`src/rtl/life_grid_engine.sv`:
```
// life_grid_engine
// Game of Life engine holding a COLS x ROWS grid. A step command walks every
// cell once in row-major order, building the next generation in a shadow
// grid from the committed one. A one-cycle commit then swaps the new grid in.
// Every cell that changes produces one pixel write, so the outputs can feed
// vga_adapter directly.

module life_grid_engine #(
    parameter int         COLS         = 16,
    parameter int         ROWS         = 12,
    parameter int         X_W          = 8,
    parameter int         Y_W          = 7,
    parameter int         WRAP         = 0,
    parameter logic [2:0] ALIVE_COLOUR = 3'b111,
    parameter logic [2:0] DEAD_COLOUR  = 3'b000
) (
    input  logic           clock,
    input  logic           reset_n,
    input  logic           cmd_set,
    input  logic [X_W-1:0] set_x,
    input  logic [Y_W-1:0] set_y,
    input  logic           set_val,
    input  logic           cmd_step,
    input  logic           cmd_clear,
    output logic           busy,
    output logic           done,
    output logic           plot,
    output logic [X_W-1:0] out_x,
    output logic [Y_W-1:0] out_y,
    output logic [2:0]     out_colour,
    output logic [15:0]    gen_count,
    output logic [15:0]    alive_count
);

    localparam int CELLS = COLS * ROWS;
    localparam int IDX_W = $clog2(CELLS);
    localparam logic [IDX_W-1:0] LAST_IDX   = IDX_W'(CELLS - 1);
    localparam logic [IDX_W-1:0] PENULT_IDX = IDX_W'(CELLS - 2);

    typedef enum logic [1:0] {
        S_IDLE   = 2'd0,
        S_SCAN   = 2'd1,
        S_COMMIT = 2'd2,
        S_CLEAR  = 2'd3
    } state_t;

    state_t           state_q, state_d;
    logic [IDX_W-1:0] idx_q, idx_d;
    logic [X_W-1:0]   scan_x_q, scan_x_d;
    logic [Y_W-1:0]   scan_y_q, scan_y_d;
    logic [CELLS-1:0] cur_q, cur_d;
    logic [CELLS-1:0] nxt_q, nxt_d;
    logic [15:0]      pop_q, pop_d;
    logic [15:0]      gen_q, gen_d;
    logic [15:0]      alive_q, alive_d;
    logic             busy_q, busy_d;
    logic             done_q, done_d;
    logic             plot_q, plot_d;
    logic [X_W-1:0]   out_x_q, out_x_d;
    logic [Y_W-1:0]   out_y_q, out_y_d;
    logic [2:0]       out_colour_q, out_colour_d;

    logic [IDX_W-1:0] adv_idx;
    logic [X_W-1:0]   adv_x;
    logic [Y_W-1:0]   adv_y;
    logic [3:0]       n_count;
    logic             cell_now;
    logic             new_val;
    logic             set_in_range;
    logic [IDX_W-1:0] set_idx;

    // Next scan position: the x/y counters track idx so no divider is needed.
    always_comb begin
        adv_idx = idx_q + IDX_W'(1);
        if (scan_x_q == X_W'(COLS - 1)) begin
            adv_x = '0;
            adv_y = scan_y_q + Y_W'(1);
        end else begin
            adv_x = scan_x_q + X_W'(1);
            adv_y = scan_y_q;
        end
    end

    // Count the eight neighbours of the scanned cell in the committed grid,
    // treating off-grid cells as dead or wrapping them onto the opposite edge.
    always_comb begin
        int nx;
        int ny;
        nx      = 0;
        ny      = 0;
        n_count = '0;
        for (int dy = -1; dy <= 1; dy++) begin
            for (int dx = -1; dx <= 1; dx++) begin
                if (dx != 0 || dy != 0) begin
                    nx = int'(scan_x_q) + dx;
                    ny = int'(scan_y_q) + dy;
                    if (WRAP != 0) begin
                        if (nx < 0)          nx = COLS - 1;
                        else if (nx >= COLS) nx = 0;
                        if (ny < 0)          ny = ROWS - 1;
                        else if (ny >= ROWS) ny = 0;
                        n_count = n_count + {3'b000, cur_q[IDX_W'(ny * COLS + nx)]};
                    end else if (nx >= 0 && nx < COLS && ny >= 0 && ny < ROWS) begin
                        n_count = n_count + {3'b000, cur_q[IDX_W'(ny * COLS + nx)]};
                    end
                end
            end
        end
    end

    // Life rule for the scanned cell and address decode for single-cell writes.
    always_comb begin
        cell_now     = cur_q[idx_q];
        new_val      = (n_count == 4'd3) || (cell_now && (n_count == 4'd2));
        set_in_range = (int'(set_x) < COLS) && (int'(set_y) < ROWS);
        set_idx      = IDX_W'(int'(set_y) * COLS + int'(set_x));
    end

    // Control: command arbitration in IDLE, generation scan, commit and clear sweep.
    always_comb begin
        state_d      = state_q;
        idx_d        = idx_q;
        scan_x_d     = scan_x_q;
        scan_y_d     = scan_y_q;
        cur_d        = cur_q;
        nxt_d        = nxt_q;
        pop_d        = pop_q;
        gen_d        = gen_q;
        alive_d      = alive_q;
        busy_d       = busy_q;
        done_d       = 1'b0;
        plot_d       = 1'b0;
        out_x_d      = out_x_q;
        out_y_d      = out_y_q;
        out_colour_d = out_colour_q;

        case (state_q)
            S_IDLE: begin
                if (cmd_clear) begin
                    state_d  = S_CLEAR;
                    idx_d    = '0;
                    scan_x_d = '0;
                    scan_y_d = '0;
                    busy_d   = 1'b1;
                end else if (cmd_set) begin
                    if (set_in_range) begin
                        cur_d[set_idx] = set_val;
                        if (cur_q[set_idx] != set_val) begin
                            alive_d = set_val ? (alive_q + 16'd1) : (alive_q - 16'd1);
                        end
                        plot_d       = 1'b1;
                        out_x_d      = set_x;
                        out_y_d      = set_y;
                        out_colour_d = set_val ? ALIVE_COLOUR : DEAD_COLOUR;
                    end
                end else if (cmd_step) begin
                    state_d  = S_SCAN;
                    idx_d    = '0;
                    scan_x_d = '0;
                    scan_y_d = '0;
                    pop_d    = '0;
                    busy_d   = 1'b1;
                end
            end

            S_SCAN: begin
                nxt_d[idx_q] = new_val;
                pop_d        = pop_q + {15'd0, new_val};
                if (new_val != cell_now) begin
                    plot_d       = 1'b1;
                    out_x_d      = scan_x_q;
                    out_y_d      = scan_y_q;
                    out_colour_d = new_val ? ALIVE_COLOUR : DEAD_COLOUR;
                end
                if (idx_q == LAST_IDX) begin
                    state_d = S_COMMIT;
                    done_d  = 1'b1;
                end else begin
                    idx_d    = adv_idx;
                    scan_x_d = adv_x;
                    scan_y_d = adv_y;
                end
            end

            S_COMMIT: begin
                cur_d   = nxt_q;
                alive_d = pop_q;
                gen_d   = gen_q + 16'd1;
                busy_d  = 1'b0;
                state_d = S_IDLE;
            end

            S_CLEAR: begin
                if (cell_now) begin
                    plot_d       = 1'b1;
                    out_x_d      = scan_x_q;
                    out_y_d      = scan_y_q;
                    out_colour_d = DEAD_COLOUR;
                end
                if (idx_q == PENULT_IDX) begin
                    done_d = 1'b1;
                end
                if (idx_q == LAST_IDX) begin
                    cur_d   = '0;
                    nxt_d   = '0;
                    gen_d   = '0;
                    alive_d = '0;
                    busy_d  = 1'b0;
                    state_d = S_IDLE;
                end else begin
                    idx_d    = adv_idx;
                    scan_x_d = adv_x;
                    scan_y_d = adv_y;
                end
            end

            default: begin
                state_d = S_IDLE;
                busy_d  = 1'b0;
            end
        endcase
    end

    // State, both grids, counters and the registered pixel interface.
    always_ff @(posedge clock or negedge reset_n) begin
        if (!reset_n) begin
            state_q      <= S_IDLE;
            idx_q        <= '0;
            scan_x_q     <= '0;
            scan_y_q     <= '0;
            cur_q        <= '0;
            nxt_q        <= '0;
            pop_q        <= '0;
            gen_q        <= '0;
            alive_q      <= '0;
            busy_q       <= 1'b0;
            done_q       <= 1'b0;
            plot_q       <= 1'b0;
            out_x_q      <= '0;
            out_y_q      <= '0;
            out_colour_q <= '0;
        end else begin
            state_q      <= state_d;
            idx_q        <= idx_d;
            scan_x_q     <= scan_x_d;
            scan_y_q     <= scan_y_d;
            cur_q        <= cur_d;
            nxt_q        <= nxt_d;
            pop_q        <= pop_d;
            gen_q        <= gen_d;
            alive_q      <= alive_d;
            busy_q       <= busy_d;
            done_q       <= done_d;
            plot_q       <= plot_d;
            out_x_q      <= out_x_d;
            out_y_q      <= out_y_d;
            out_colour_q <= out_colour_d;
        end
    end

    assign busy        = busy_q;
    assign done        = done_q;
    assign plot        = plot_q;
    assign out_x       = out_x_q;
    assign out_y       = out_y_q;
    assign out_colour  = out_colour_q;
    assign gen_count   = gen_q;
    assign alive_count = alive_q;

endmodule

```
`config.mk`:
```
export PLATFORM = sky130hd
export DESIGN_NAME = life_grid_engine
export DESIGN_NICKNAME = d
export VERILOG_FILES = /design/src/rtl/life_grid_engine.sv
export SDC_FILE = /design/constraint.sdc
export NUM_CORES = 2
export LEC_CHECK = 0
export ABC_CLOCK_PERIOD_IN_PS = 14500
export CAP_MARGIN = 10
export CORE_MARGIN = 2
export CORE_UTILIZATION = 40
export CTS_CLUSTER_DIAMETER = 30
export CTS_CLUSTER_SIZE = 24
export DETAILED_ROUTE_END_ITERATION = 6
export GPL_ROUTABILITY_DRIVEN = 0
export PLACE_DENSITY = 0.52
export RECOVER_POWER = 50
export SLEW_MARGIN = 10
export SYNTH_ARGS = -nofsm -noshare
export SYNTH_HDL_FRONTEND = slang
export SYNTH_SLANG_ARGS = --single-unit
```
`constraint.sdc`:
```
create_clock -name clock -period 14.5 [get_ports clock]
set_input_delay 4.35 -clock clock [delete_from_list [all_inputs] [get_ports clock]]
set_output_delay 4.35 -clock clock [all_outputs]
set_load 0.01 [all_outputs]
```
Figure 1. Placement by cell class.
Scale bar: 100 um.
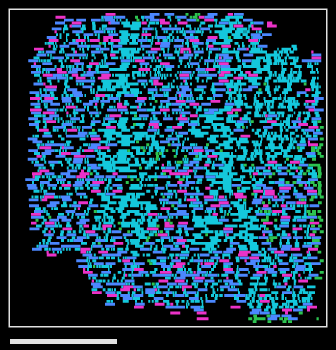
[cyan] remaining logic cells | cells: 2865 | share of their area: 54%
[green] remaining buffers and delay cells | cells: 164 | share of their area: 3.6%
[blue] registers | cells: 476 | share of their area: 30%
[magenta] clock drivers and dummy loads | cells: 262 | share of their area: 13%

Figure 2. Selected gate families.
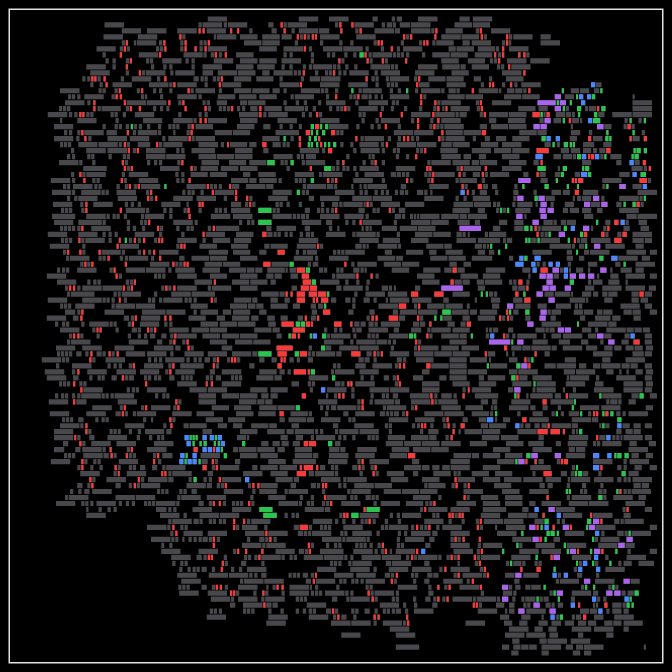
[blue] and/or cells | cells: 69 | most used: and2_1 | where: spread over the die
[green] nand cells | cells: 214 | most used: nand2_1
[purple] xor and xnor cells | cells: 76 | most used: xnor2_1 | where: a column on the right
[red] nor cells | cells: 574 | most used: nor2_1 | where: spread over the die

Figure 3. Sequential cells colored by netlist name.
Scale bar: 100 um. Other sequential cells in the stronger gray, the rest of the logic in the fainter gray.
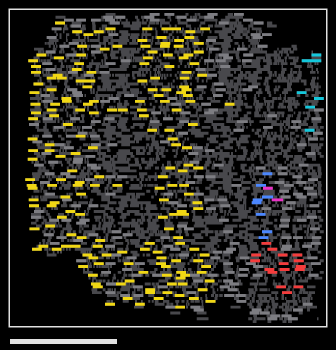
[yellow] nxt_q | sequential cells: 192
[red] pop_q | sequential cells: 16 | where: south-east
[cyan] scan_y_q | sequential cells: 7 | where: north-east
[blue] idx_q | sequential cells: 8 | where: east
[magenta] state_q | sequential cells: 2
sequential share of cell area: 0.291
total sequential power: 2.33 mW

Figure 4. Clock distribution.
Scale bar: 100 um.
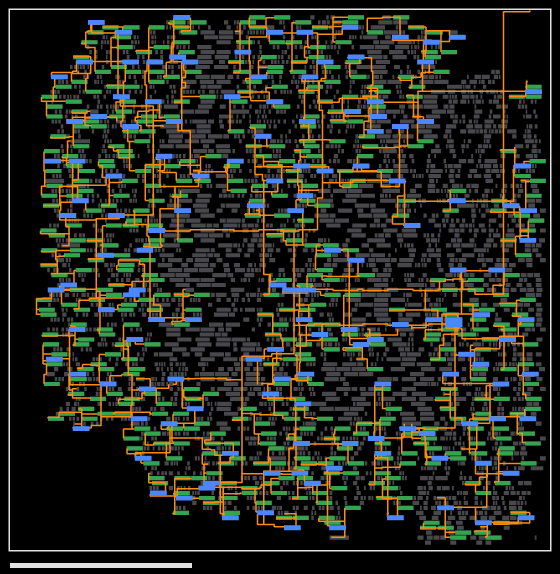
[green] flip-flops | count: 476
[orange] clock wires | length: 9070 um
[blue] clock-net drivers | count: 144
routed clock nets: 145

Figure 5. Congestion heat map.
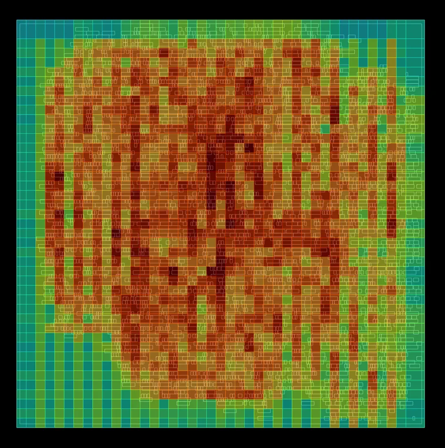
met2 usage: 0.494
routing usage on met1: 0.436
Final Util: 0.481
GRT Total Usage: 0.336
wire per inst: 30.0 um

==> out/metrics.yaml <==
yosys:
  yosysTopAreaCellShare: 0.348
  aoi_share: 0.221
  yosys_cells: 3688
  xor_area_frac: 0.0201
  logic_family: "multiplexers"
  ys_sh_adder: 0.0284
  syn_avg_cell_area_um2: 9.28
  edf_count: 0
  post_synth_main_area_contributors: "dfrtp_1, mux4_2, a21oi_1"
  ys_seq_frac: 0.348
  synth_top_cell_by_area: "dfrtp_1"
  netlist_instances: 3688
  yosys-stat-area_um2: 34200
  synth-simple-area-share: 0.112
  syn_nets: 3780
  async_reset_ff_frac: 1.00
  numSynthFlops: 476
  ys.warnings.count: 0
  flop_cell: "dfrtp_1"
worst_setup_path:
  timing_worst_setup_path_type: "input port to async pin"
  critPathRequiredTime_ps: 15230
  cp_data_arrival_time_ps: 12560
  crit_chain: "clkbuf_1, clkbuf_1, buf_4"
  slowest_delay_ps: 4250
  cp-end-kind: "async pin"
  crit_top_cell: "clkbuf_1"
  crit_path_top_delay_cell: "clkbuf_1"
cts:
  cts.clk_slew.worst_paths_ps: 40
  clock_sinks: 476
  cts_tree: "done"
  cts_max_level: 4
  clk_latency_ps: 750
  cts_resized: 0
  cts-hold-fix-buffers: 0
  numCtsBuffers: 144
  clock_path_buffers: 3
  cts-root-buf: "clkbuf_16"
timing:
  final_max_slew_viol_count: 289
  finalHoldViolations: 0
  finalCritPeriodShare: 0.815
  worst_slew_pin_slew_ps: 6270
  fin_tns_setup_ps: 0
  period_needed_ps: 11820
  rsz0062_at_grt: "false"
  setup_viol: 0
  fmax_mhz: 84.6
floorplanning:
  core_area_um2: 85000
  row_count: 107
  die_y_um: 296
  chipWidth_um: 296
  die-area_um2: 87900
  ios: 74
run_status:
  status: "complete, but fails checks"
  failed_checks: "max-capacitance violations, max-slew violations"
layout:
  layout-drive-gt1-share: 0.192
  nFillCells: 7924
  num-nets-final: 3743
  most-common-layout-cells: "a21oi_1, nor2_1, dfrtp_1"
  design_area_um2: 40900
  syn_to_final_growth_pct: 19.6
detailed_routing:
  wirelength_mm: 147
  drtPass1Iterations: 6
  drc: 0
  via_per_inst: 6.52
  first_iter_violations: 3970
  vias: 32100
power_and_ir_drop:
  ir_worst_vdd_mv: 0.158
  p_leak_nw: 16.3
  powerDensity_nw_per_um2: 271
job:
  cap_viol_max_count: 6
  warnings: 49
place:
  placed_cell_area_um2: 36000
  dp_hpwl_mm: 91.9
  io_buffers: 73
grt:
  grt_max_degree: 177
  grt_pass1_wl_mm: 215
  overflow: 0
min_path:
  min_path_type: "flip-flop to flip-flop"
[logic make-up (layout without fill, tap and decap cells)]
group                    count (synthesis)  after routing
XOR/XNOR                                76             76
multiplexers                           416            416
AND-OR/OR-AND                         1398           1398
buffers and inverters                  393            472
AND/OR/NAND/NOR                        857            857
flip-flops                             476            476
other                                    0              2
adder cells (fa/ha/maj)                 72             72
[area by class of cell]
| class | instances | area, um^2 | share of cell area |
|---|---|---|---|
| multi-input combinational | 2819 | 21000 | 0.513 |
| sequential | 476 | 11900 | 0.291 |
| clock buffer | 207 | 4230 | 0.103 |
| tap | 1144 | 1430 | 0.0350 |
| timing repair buffer | 164 | 1410 | 0.0345 |
| clock inverter | 55 | 736 | 0.0180 |
| inverter | 46 | 173 | 0.00422 |
| antenna | 2 | 5.00 | 0.000122 |
[worst max-delay path: cells and delay by family]
| kind | cells | cell delay, ps |
|---|---|---|
| buf+inv | 3 | 7940 |
[final timing paths]
kind,from,end,slack (ps),depth (start not counted)
hold reg to reg,out_y[4],out_y[4],500,1
hold / removal,out_y[4],out_y[4],500,1
min in group asynchronous,reset_n,alive_count[8],5910,1
max in group clock,scan_x_q[0],pop_q[10],3100,38
setup / recovery,reset_n,nxt_q[82],2680,3
setup reg to reg,scan_x_q[0],pop_q[10],3100,38
[state kept, by name (all words and copies together) (netlist names)]
register and flops:
cur_q 192, nxt_q 192, alive_count 16, gen_count 16, pop_q 16, idx_q 8, out_x 8, scan_x_q 8
out_y 7, scan_y_q 7, state_q 2, busy 1, done 1, out_colour 1, plot 1
[report_power, final]
part	switching (mW)	internal (mW)	total [mW]
Sequential	0.655	1.67	2.33
Combinational	3.13	2.47	5.59
Clock	0.976	2.19	3.17
Total	4.76	6.33	11.1
[per-layer routing]
| metal | part of all wire | global-route usage | up-vias | wire length (um) |
|---|---|---|---|---|
| li1 | - | - | 13700 | - |
| met1 | 0.39 | 0.436 | 16000 | 57400 |
| met2 | 0.43 | 0.494 | 1975 | 64100 |
| met3 | 0.11 | 0.107 | 467 | 16700 |
| met4 | 0.062 | 0.194 | 2 | 9210 |
| met5 | 0.000081 | 0 | - | 12 |
[cells in the mapped netlist, types with 43 or more instances]
cell type / number
inv_1: 44
xnor2_1: 43
a21oi_1: 733
nand2_1: 132
nor2_1: 502
mux2i_1: 97
clkbuf_1: 267
dfrtp_1: 476
mux4_2: 268
o21ai_0: 432
ha_1: 61
a22oi_1: 78
[metrics by stage]
step | hold WS (ps) | instances | setup WS [ps] | total power [mW] | util
CTS | 503 | 4911 | 3120 | 11.0 | 0.482
global placement | 484 | 4649 | 3280 | 7.77 | 0.423
finish | 497 | 4913 | 2680 | 11.1 | 0.481
floorplan | 470 | 3688 | 3600 | 5.95 | -
global route | 514 | 4911 | 1340 | 11.5 | 0.481
detailed placement | 494 | 4649 | 3160 | 7.79 | 0.423
Power is estimated from default activity; no workload was simulated.
